--- src/rtl/synth_pkg.sv ---
// -----------------------------------------------------------------------------
// synth_pkg
//   Shared definitions for the voice allocator slice.
//   - va_state_e    : allocator FSM encodings (VA_IDLE, VA_SCAN, VA_ISSUE)
//   - VOICE_ENTRY_W : width of one slot-table entry (note 7 + channel 4 + busy 1)
//   - voice_entry_t : packed view of a slot-table entry, busy in bit 0
// -----------------------------------------------------------------------------
package synth_pkg;

    typedef enum logic [1:0] {
        VA_IDLE  = 2'd0,
        VA_SCAN  = 2'd1,
        VA_ISSUE = 2'd2
    } va_state_e;

    localparam int VOICE_ENTRY_W = 12;

    typedef struct packed {
        logic [6:0] note;
        logic [3:0] chan;
        logic       busy;
    } voice_entry_t;

endpackage

--- src/rtl/voice_table.sv ---
// -----------------------------------------------------------------------------
// voice_table
//   Slot table of the voice allocator: one entry (note, channel, busy) per slot.
//   Ports:
//     clk32, rst      clock, synchronous active-high reset (clears every slot)
//     rd_idx_i        slot index for the combinational read port
//     rd_entry_o      entry stored at rd_idx_i
//     wr_en_i         write strobe
//     wr_addr_i       slot index to write
//     wr_entry_i      entry to store (bit 0 = busy)
//     busy_count_o    number of busy slots
// -----------------------------------------------------------------------------
module voice_table
    import synth_pkg::*;
#(
    parameter int NUM_VOICES = 128,
    parameter int IDX_W      = 7
) (
    input  logic                     clk32,
    input  logic                     rst,
    input  logic [IDX_W-1:0]         rd_idx_i,
    output logic [VOICE_ENTRY_W-1:0] rd_entry_o,
    input  logic                     wr_en_i,
    input  logic [IDX_W-1:0]         wr_addr_i,
    input  logic [VOICE_ENTRY_W-1:0] wr_entry_i,
    output logic [7:0]               busy_count_o
);

    logic [VOICE_ENTRY_W-1:0] entries_q [NUM_VOICES];
    logic [7:0]               count_q;
    logic                     old_busy;
    logic                     new_busy;

    assign rd_entry_o   = entries_q[rd_idx_i];
    assign busy_count_o = count_q;

    // The counter only moves on a busy-bit transition, so rewriting a busy
    // slot with new note/channel (a steal) leaves the count unchanged.
    assign old_busy = entries_q[wr_addr_i][0];
    assign new_busy = wr_entry_i[0];

    always_ff @(posedge clk32) begin
        if (rst) begin
            for (int i = 0; i < NUM_VOICES; i++) begin
                entries_q[i] <= '0;
            end
            count_q <= '0;
        end else if (wr_en_i) begin
            entries_q[wr_addr_i] <= wr_entry_i;
            if (new_busy && !old_busy) begin
                count_q <= count_q + 8'd1;
            end else if (!new_busy && old_busy) begin
                count_q <= count_q - 8'd1;
            end
        end
    end

endmodule

--- src/rtl/voice_alloc.sv ---
// -----------------------------------------------------------------------------
// voice_alloc
//   Maps MIDI note-on/off events to voice slots and emits one-cycle
//   press/release/drop strobes with note, velocity, channel and slot address.
//   Ports:
//     clk32, rst        32 MHz clock, synchronous active-high reset
//     ev_valid/ev_ready event handshake (see below)
//     ev_on, ev_note, ev_vel, ev_chan   event payload
//     note_pressed, note_released, drop_evt   one-cycle strobes
//     note_keypress     always 0
//     note, velocity, channel, addr   payload of the strobed event
//     busy_count        number of busy slots
//     dbg_state         current FSM state (va_state_e encoding)
//   Build option: define VOICE_STEAL_EN to steal slots round-robin when the
//   table is full; otherwise a full note-on pulses drop_evt.
//
//   Handshake: an event transfers on a rising clk32 edge where ev_valid and
//   ev_ready are both high. ev_ready is high only in IDLE; the producer must
//   hold ev_valid and payload stable until the transfer.
//
//   Timing: accept in cycle 0, SCAN in cycles 1..NUM_VOICES (one slot each),
//   ISSUE in cycle NUM_VOICES+1, strobe and ev_ready in cycle NUM_VOICES+2.
// -----------------------------------------------------------------------------
module voice_alloc
    import synth_pkg::*;
#(
    parameter int NUM_VOICES = 128,
    parameter int ADDR_W     = 8
) (
    input  logic              clk32,
    input  logic              rst,
    input  logic              ev_valid,
    output logic              ev_ready,
    input  logic              ev_on,
    input  logic [6:0]        ev_note,
    input  logic [6:0]        ev_vel,
    input  logic [3:0]        ev_chan,
    output logic              note_pressed,
    output logic              note_released,
    output logic              note_keypress,
    output logic [6:0]        note,
    output logic [6:0]        velocity,
    output logic [3:0]        channel,
    output logic [ADDR_W-1:0] addr,
    output logic              drop_evt,
    output logic [7:0]        busy_count,
    output logic [1:0]        dbg_state
);

    localparam int               IDX_W    = (NUM_VOICES > 2) ? $clog2(NUM_VOICES) : 1;
    localparam logic [IDX_W-1:0] LAST_IDX = IDX_W'(NUM_VOICES - 1);

    va_state_e          state_q;
    logic               ev_ready_q;
    logic               ev_on_q;
    logic [6:0]         ev_note_q;
    logic [6:0]         ev_vel_q;
    logic [3:0]         ev_chan_q;
    logic [IDX_W-1:0]   idx_q;
    logic               match_found_q;
    logic [IDX_W-1:0]   match_idx_q;
    logic               free_found_q;
    logic [IDX_W-1:0]   free_idx_q;
    logic               pressed_q;
    logic               released_q;
    logic               drop_q;
    logic [6:0]         note_q;
    logic [6:0]         vel_q;
    logic [3:0]         chan_q;
    logic [ADDR_W-1:0]  addr_q;
`ifdef VOICE_STEAL_EN
    logic [IDX_W-1:0]   steal_ptr_q;
`endif

    logic                     press_d;
    logic                     release_d;
    logic                     drop_d;
    logic [IDX_W-1:0]         tgt_idx_d;
    logic                     wr_en;
    logic                     wr_busy;
    logic [VOICE_ENTRY_W-1:0] wr_entry;
    logic [VOICE_ENTRY_W-1:0] rd_entry;
    voice_entry_t             rd_e;

    assign rd_e     = voice_entry_t'(rd_entry);
    assign wr_entry = {ev_note_q, ev_chan_q, wr_busy};

    voice_table #(
        .NUM_VOICES (NUM_VOICES),
        .IDX_W      (IDX_W)
    ) u_table (
        .clk32        (clk32),
        .rst          (rst),
        .rd_idx_i     (idx_q),
        .rd_entry_o   (rd_entry),
        .wr_en_i      (wr_en),
        .wr_addr_i    (tgt_idx_d),
        .wr_entry_i   (wr_entry),
        .busy_count_o (busy_count)
    );

    // ISSUE decision. A retrigger presses the matched slot without touching
    // the table; a release clears busy on the matched slot.
    always_comb begin
        press_d   = 1'b0;
        release_d = 1'b0;
        drop_d    = 1'b0;
        tgt_idx_d = '0;
        wr_en     = 1'b0;
        wr_busy   = 1'b0;
        if (state_q == VA_ISSUE) begin
            if (ev_on_q) begin
                if (match_found_q) begin
                    press_d   = 1'b1;
                    tgt_idx_d = match_idx_q;
                end else if (free_found_q) begin
                    press_d   = 1'b1;
                    tgt_idx_d = free_idx_q;
                    wr_en     = 1'b1;
                    wr_busy   = 1'b1;
                end else begin
`ifdef VOICE_STEAL_EN
                    press_d   = 1'b1;
                    tgt_idx_d = steal_ptr_q;
                    wr_en     = 1'b1;
                    wr_busy   = 1'b1;
`else
                    drop_d    = 1'b1;
`endif
                end
            end else if (match_found_q) begin
                release_d = 1'b1;
                tgt_idx_d = match_idx_q;
                wr_en     = 1'b1;
            end
        end
    end

    always_ff @(posedge clk32) begin
        if (rst) begin
            state_q       <= VA_IDLE;
            ev_ready_q    <= 1'b0;
            ev_on_q       <= 1'b0;
            ev_note_q     <= '0;
            ev_vel_q      <= '0;
            ev_chan_q     <= '0;
            idx_q         <= '0;
            match_found_q <= 1'b0;
            match_idx_q   <= '0;
            free_found_q  <= 1'b0;
            free_idx_q    <= '0;
            pressed_q     <= 1'b0;
            released_q    <= 1'b0;
            drop_q        <= 1'b0;
            note_q        <= '0;
            vel_q         <= '0;
            chan_q        <= '0;
            addr_q        <= '0;
`ifdef VOICE_STEAL_EN
            steal_ptr_q   <= '0;
`endif
        end else begin
            pressed_q  <= 1'b0;
            released_q <= 1'b0;
            drop_q     <= 1'b0;
            case (state_q)
                VA_IDLE: begin
                    ev_ready_q <= 1'b1;
                    if (ev_valid && ev_ready_q) begin
                        ev_ready_q    <= 1'b0;
                        // note-on with velocity 0 is a note-off
                        ev_on_q       <= ev_on && (ev_vel != 7'd0);
                        ev_note_q     <= ev_note;
                        ev_vel_q      <= ev_vel;
                        ev_chan_q     <= ev_chan;
                        idx_q         <= '0;
                        match_found_q <= 1'b0;
                        free_found_q  <= 1'b0;
                        state_q       <= VA_SCAN;
                    end
                end
                VA_SCAN: begin
                    if (!match_found_q && rd_e.busy &&
                        rd_e.note == ev_note_q && rd_e.chan == ev_chan_q) begin
                        match_found_q <= 1'b1;
                        match_idx_q   <= idx_q;
                    end
                    if (!free_found_q && !rd_e.busy) begin
                        free_found_q <= 1'b1;
                        free_idx_q   <= idx_q;
                    end
                    if (idx_q == LAST_IDX) begin
                        state_q <= VA_ISSUE;
                    end else begin
                        idx_q <= idx_q + 1'b1;
                    end
                end
                VA_ISSUE: begin
                    state_q    <= VA_IDLE;
                    ev_ready_q <= 1'b1;
                    pressed_q  <= press_d;
                    released_q <= release_d;
                    drop_q     <= drop_d;
                    note_q     <= ev_note_q;
                    vel_q      <= ev_vel_q;
                    chan_q     <= ev_chan_q;
                    addr_q     <= ADDR_W'(tgt_idx_d);
`ifdef VOICE_STEAL_EN
                    if (ev_on_q && !match_found_q && !free_found_q) begin
                        steal_ptr_q <= (steal_ptr_q == LAST_IDX) ? '0 : steal_ptr_q + 1'b1;
                    end
`endif
                end
                default: state_q <= VA_IDLE;
            endcase
        end
    end

    assign ev_ready      = ev_ready_q;
    assign note_pressed  = pressed_q;
    assign note_released = released_q;
    assign drop_evt      = drop_q;
    assign note_keypress = 1'b0;
    assign note          = note_q;
    assign velocity      = vel_q;
    assign channel       = chan_q;
    assign addr          = addr_q;
    assign dbg_state     = state_q;

endmodule
--- config.mk ---
export PLATFORM = sky130hd
export DESIGN_NAME = voice_alloc
export DESIGN_NICKNAME = d
export VERILOG_FILES = /design/src/rtl/synth_pkg.sv /design/src/rtl/voice_table.sv /design/src/rtl/voice_alloc.sv
export SDC_FILE = /design/constraint.sdc
export NUM_CORES = 2
export LEC_CHECK = 0
export CAP_MARGIN = 20
export CORE_ASPECT_RATIO = 1.5
export CORE_UTILIZATION = 50
export CTS_CLUSTER_DIAMETER = 40
export DETAILED_ROUTE_END_ITERATION = 10
export GPL_ROUTABILITY_DRIVEN = 0
export PLACE_DENSITY_LB_ADDON = 0.12
export SETUP_SLACK_MARGIN = 0.3
export SLEW_MARGIN = 20
export SYNTH_ARGS = -nofsm -noshare
export SYNTH_HDL_FRONTEND = slang
export SYNTH_SLANG_ARGS = --single-unit
--- constraint.sdc ---
create_clock -name clk32 -period 14.5 [get_ports clk32]
set_input_delay 1.45 -clock clk32 [delete_from_list [all_inputs] [get_ports clk32]]
set_output_delay 1.45 -clock clk32 [all_outputs]
set_load 0.01 [all_outputs]
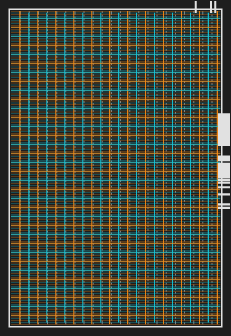
*PDN straps and rails*
Pins as bars on the die edge. Tap cells in gray.
- orange: VSS
- cyan: VDD
- signal pins: 63
- rows: 174
- met1 rails: 175

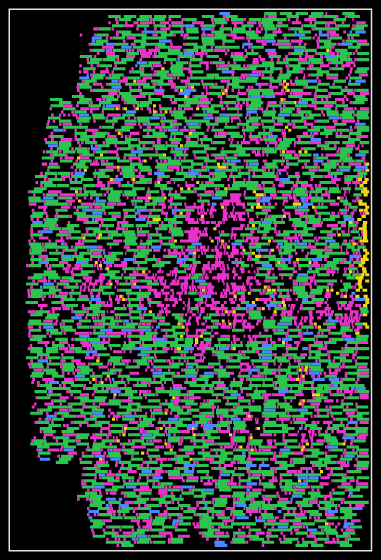
*Cells colored by class*
- magenta: combinational and other logic (cells 3,257)
- blue: clock drivers and dummy loads (cells 315)
- green: flops (cells 1,624)
- yellow: other buffers and delay cells (cells 220)
Rows: 174
final instance area: 0.0837 sq mm
final cell utilization of the core: 0.559

==> run notes <==
Update from the flow run.

The highest-utilization routing layer at the global route stage is met2. The post-detailed-route DRC marker count is 1. The signal arrival time at the worst endpoint is between 7 and 8 ns. The checks that failed: DRC.

The overall die width is between 300 and 400 um. The filler cells instantiated in the layout total 12.1k. The class of the tightest hold or removal check is reg2reg. For this run, the number of Yosys warnings is 0. The root buffer cell chosen for the clock tree is sky130_fd_sc_hd__clkbuf_16. Per the detail_route log, the uppermost layer with routed signals is met5. After routing, the total negative slack on setup checks comes to 0 ns. The first detailed-routing pass ran for 11 iterations. The average wire length per cell after detail routing is approximately 34 um.

TritonCTS built the clock tree. The post-CTS clock slew at the launch and capture registers of the worst setup and hold paths is roughly 0.070 ns. The buffers inserted during post-CTS setup optimization is 0. The post-route report lists met1 wire length as between 80,000 and 90,000 um. The number of failing setup endpoints in the final timing report is 0. The tally of nets with antenna violations remaining after routing is 0. Per the log, the first TritonRoute iteration ended with a DRC count of ~6k. The leakage component of the power was reported as roughly 27 nW. The unique cell type count in the Yosys netlist is about 82. Recorded from the global router log, the overflow total was 0. The global routing report lists met2 layer usage as 0.529. For the pin with the worst max-slew slack, the measured transition is between 1 and 1.5 ns.

The xor/xnor cell area share of the yosys netlist is 0.00279. In the final design database the tool counted between 5k and 6k nets. The startpoint of the worst-slack reg-to-reg timing path is dbg_state[0]. The floorplan step records an initial core utilization of 0.504. The headroom to the max-slew limit is 0.127. The number of antenna violations at the first check in global routing came to 13. The routed length on met2 is approximately 120,000 um. Each instance of the synthesized netlist takes up on average 14.1 sq um. The run finished, with violations left. The overall chip area is between 0.15 and 0.2 sq mm.

The count of instances resized after the clock tree is built is 0. The synthesized netlist has a Yosys-reported chip area of 0.0754 sq mm. The source of the worst hold timing path is ev_vel_q[5]. The most common logic cell in the final layout is sky130_fd_sc_hd__edfxtp_1. The cell area after placement is approximately 0.08 sq mm. The cell-mix breakdown from Yosys lists the compound-gate area share as 0.0340. The worst hold margin is about 0.45 ns.

The final-report hold violation count is 0. Input and output buffers added on the ports amount to 60. Per the synthesis report, the adder-cell share of the synthesized area is 0.00159. The layout cell share with drive strength beyond 1 is 0.184.

Across the VDD grid, the largest voltage drop is 94.1 uV. Per the skew report, the later register of the worst-skew pair sees a clock latency of just over 0.8 ns. Across the whole layout, storage elements account for ~0.048 sq mm. Detailed routing inserted a total of 47.3k vias.
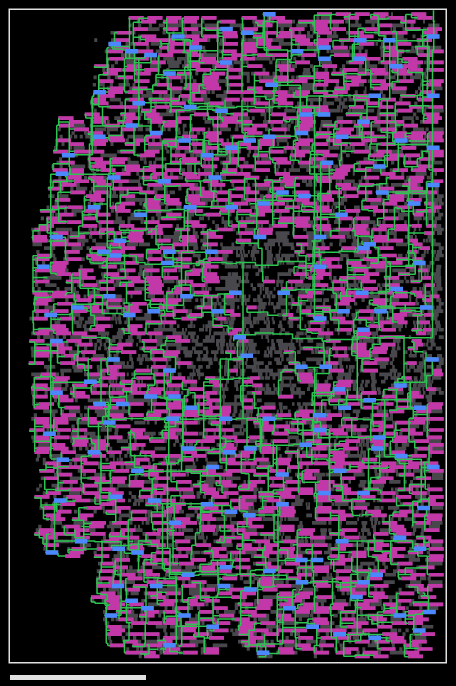
*Routed clock nets over the placement*
The bar under the picture is 100 um long.
- magenta: flip-flops (count 1,624)
- green: clock wires (length 20.2 mm)
- blue: clock drivers (count 174)
- flops lie: all over the die

cell usage after synthesis, drive strengths merged, types with 4 or more instances:
cell	number	area, sq um
a2111oi	13	134
a211oi	21	158
a21oi	121	606
a221o	4	40.0
a221oi	13	120
a22o	5	43.8
a22oi	55	413
a311oi	5	43.8
a31oi	12	75.1
a32oi	7	61.3
and2	1164	7280
and3	8	50.1
buf	164	898
clkbuf	304	1140
dfxtp	88	1760
edfxtp	1536	46100
ha	8	100
inv	12	45.0
mux2	18	203
mux2i	135	1350
mux4	368	8290
nand2	253	950
nand2b	11	68.8
nand3	56	280
nand4	10	62.6
nor2	205	772
nor2b	26	163
nor3	410	2050
nor4	4	25.0
o211ai	8	60.1
o21a	6	45.0
o21ai	44	220
o221ai	5	43.8
o22ai	25	156
o32ai	4	35.0
or2	132	826
or3	9	56.3
xnor2	9	78.8
xor2	15	131
flip-flops by register name, indices dropped and copies added (netlist names), 2 cells and up, named ones only:
register and flops:
match_idx_q 7, free_idx_q 7, u_table.busy_count_o 8, dbg_state 2, ev_vel_q 7, ev_chan_q 4, velocity 7, idx_q 7
channel 4, addr 7, u_table.entries_q 1536, ev_note_q 7, note 7
through the flow:
step                       util  std cells  power [mW]
after floorplan               -       5349        5.86
after global placement    0.520       7033        6.14
after detailed placement  0.520       7034        6.15
after CTS                 0.558       7349        10.6
after global routing      0.558       7353        10.8
final                     0.559       7358        10.6
worst max-delay path, cell delays in order, from the launching register on:
cell and delay [ns]:
sky130_fd_sc_hd__dfxtp_1 0.46, sky130_fd_sc_hd__nand2b_2 0.80, sky130_fd_sc_hd__a21oi_1 0.36, sky130_fd_sc_hd__nand2_1 0.49
sky130_fd_sc_hd__o21ai_0 0.15, sky130_fd_sc_hd__a2111oi_0 0.38, sky130_fd_sc_hd__o22ai_1 0.17, sky130_fd_sc_hd__a211oi_1 0.47
sky130_fd_sc_hd__o311ai_0 0.23, sky130_fd_sc_hd__a211oi_1 0.74, sky130_fd_sc_hd__ha_1 0.34, sky130_fd_sc_hd__inv_1 0.16
sky130_fd_sc_hd__ha_1 0.31, sky130_fd_sc_hd__a21o_1 0.18, sky130_fd_sc_hd__a21oi_1 0.23, sky130_fd_sc_hd__o21bai_1 0.10
sky130_fd_sc_hd__a21oi_1 0.23, sky130_fd_sc_hd__o21bai_1 0.09, sky130_fd_sc_hd__a21oi_1 0.19, sky130_fd_sc_hd__xnor2_1 0.09
sky130_fd_sc_hd__or3_1 0.31, sky130_fd_sc_hd__a21oi_1 0.14
kinds of logic after synthesis:
group           count (synthesis)
other cells                     1
flops                        1624
xor+xnor                       24
simple gates                 2303
buf+inv                       482
compound gates                384
fa+ha+maj                       9
mux                           521
cell type report:
cell class                 count  area share
multi-input combinational   3243       0.306
antenna                        6    0.000179
timing repair buffer         220      0.0224
clock inverter                96      0.0117
inverter                      14    0.000688
tap                         1936      0.0290
clock buffer                 219      0.0570
sequential                  1624       0.573
report_power, final:
group / leakage (nW) / total [mW] / switching (mW) / internal, mW
Clock: 2.80 / 4.53 / 1.95 / 2.59
Sequential: 15.3 / 5.44 / 0.105 / 5.34
Combinational: 9.26 / 0.621 / 0.408 / 0.213
Total: 27.4 / 10.6 / 2.46 / 8.14
Power and IR drop assume default switching activity.
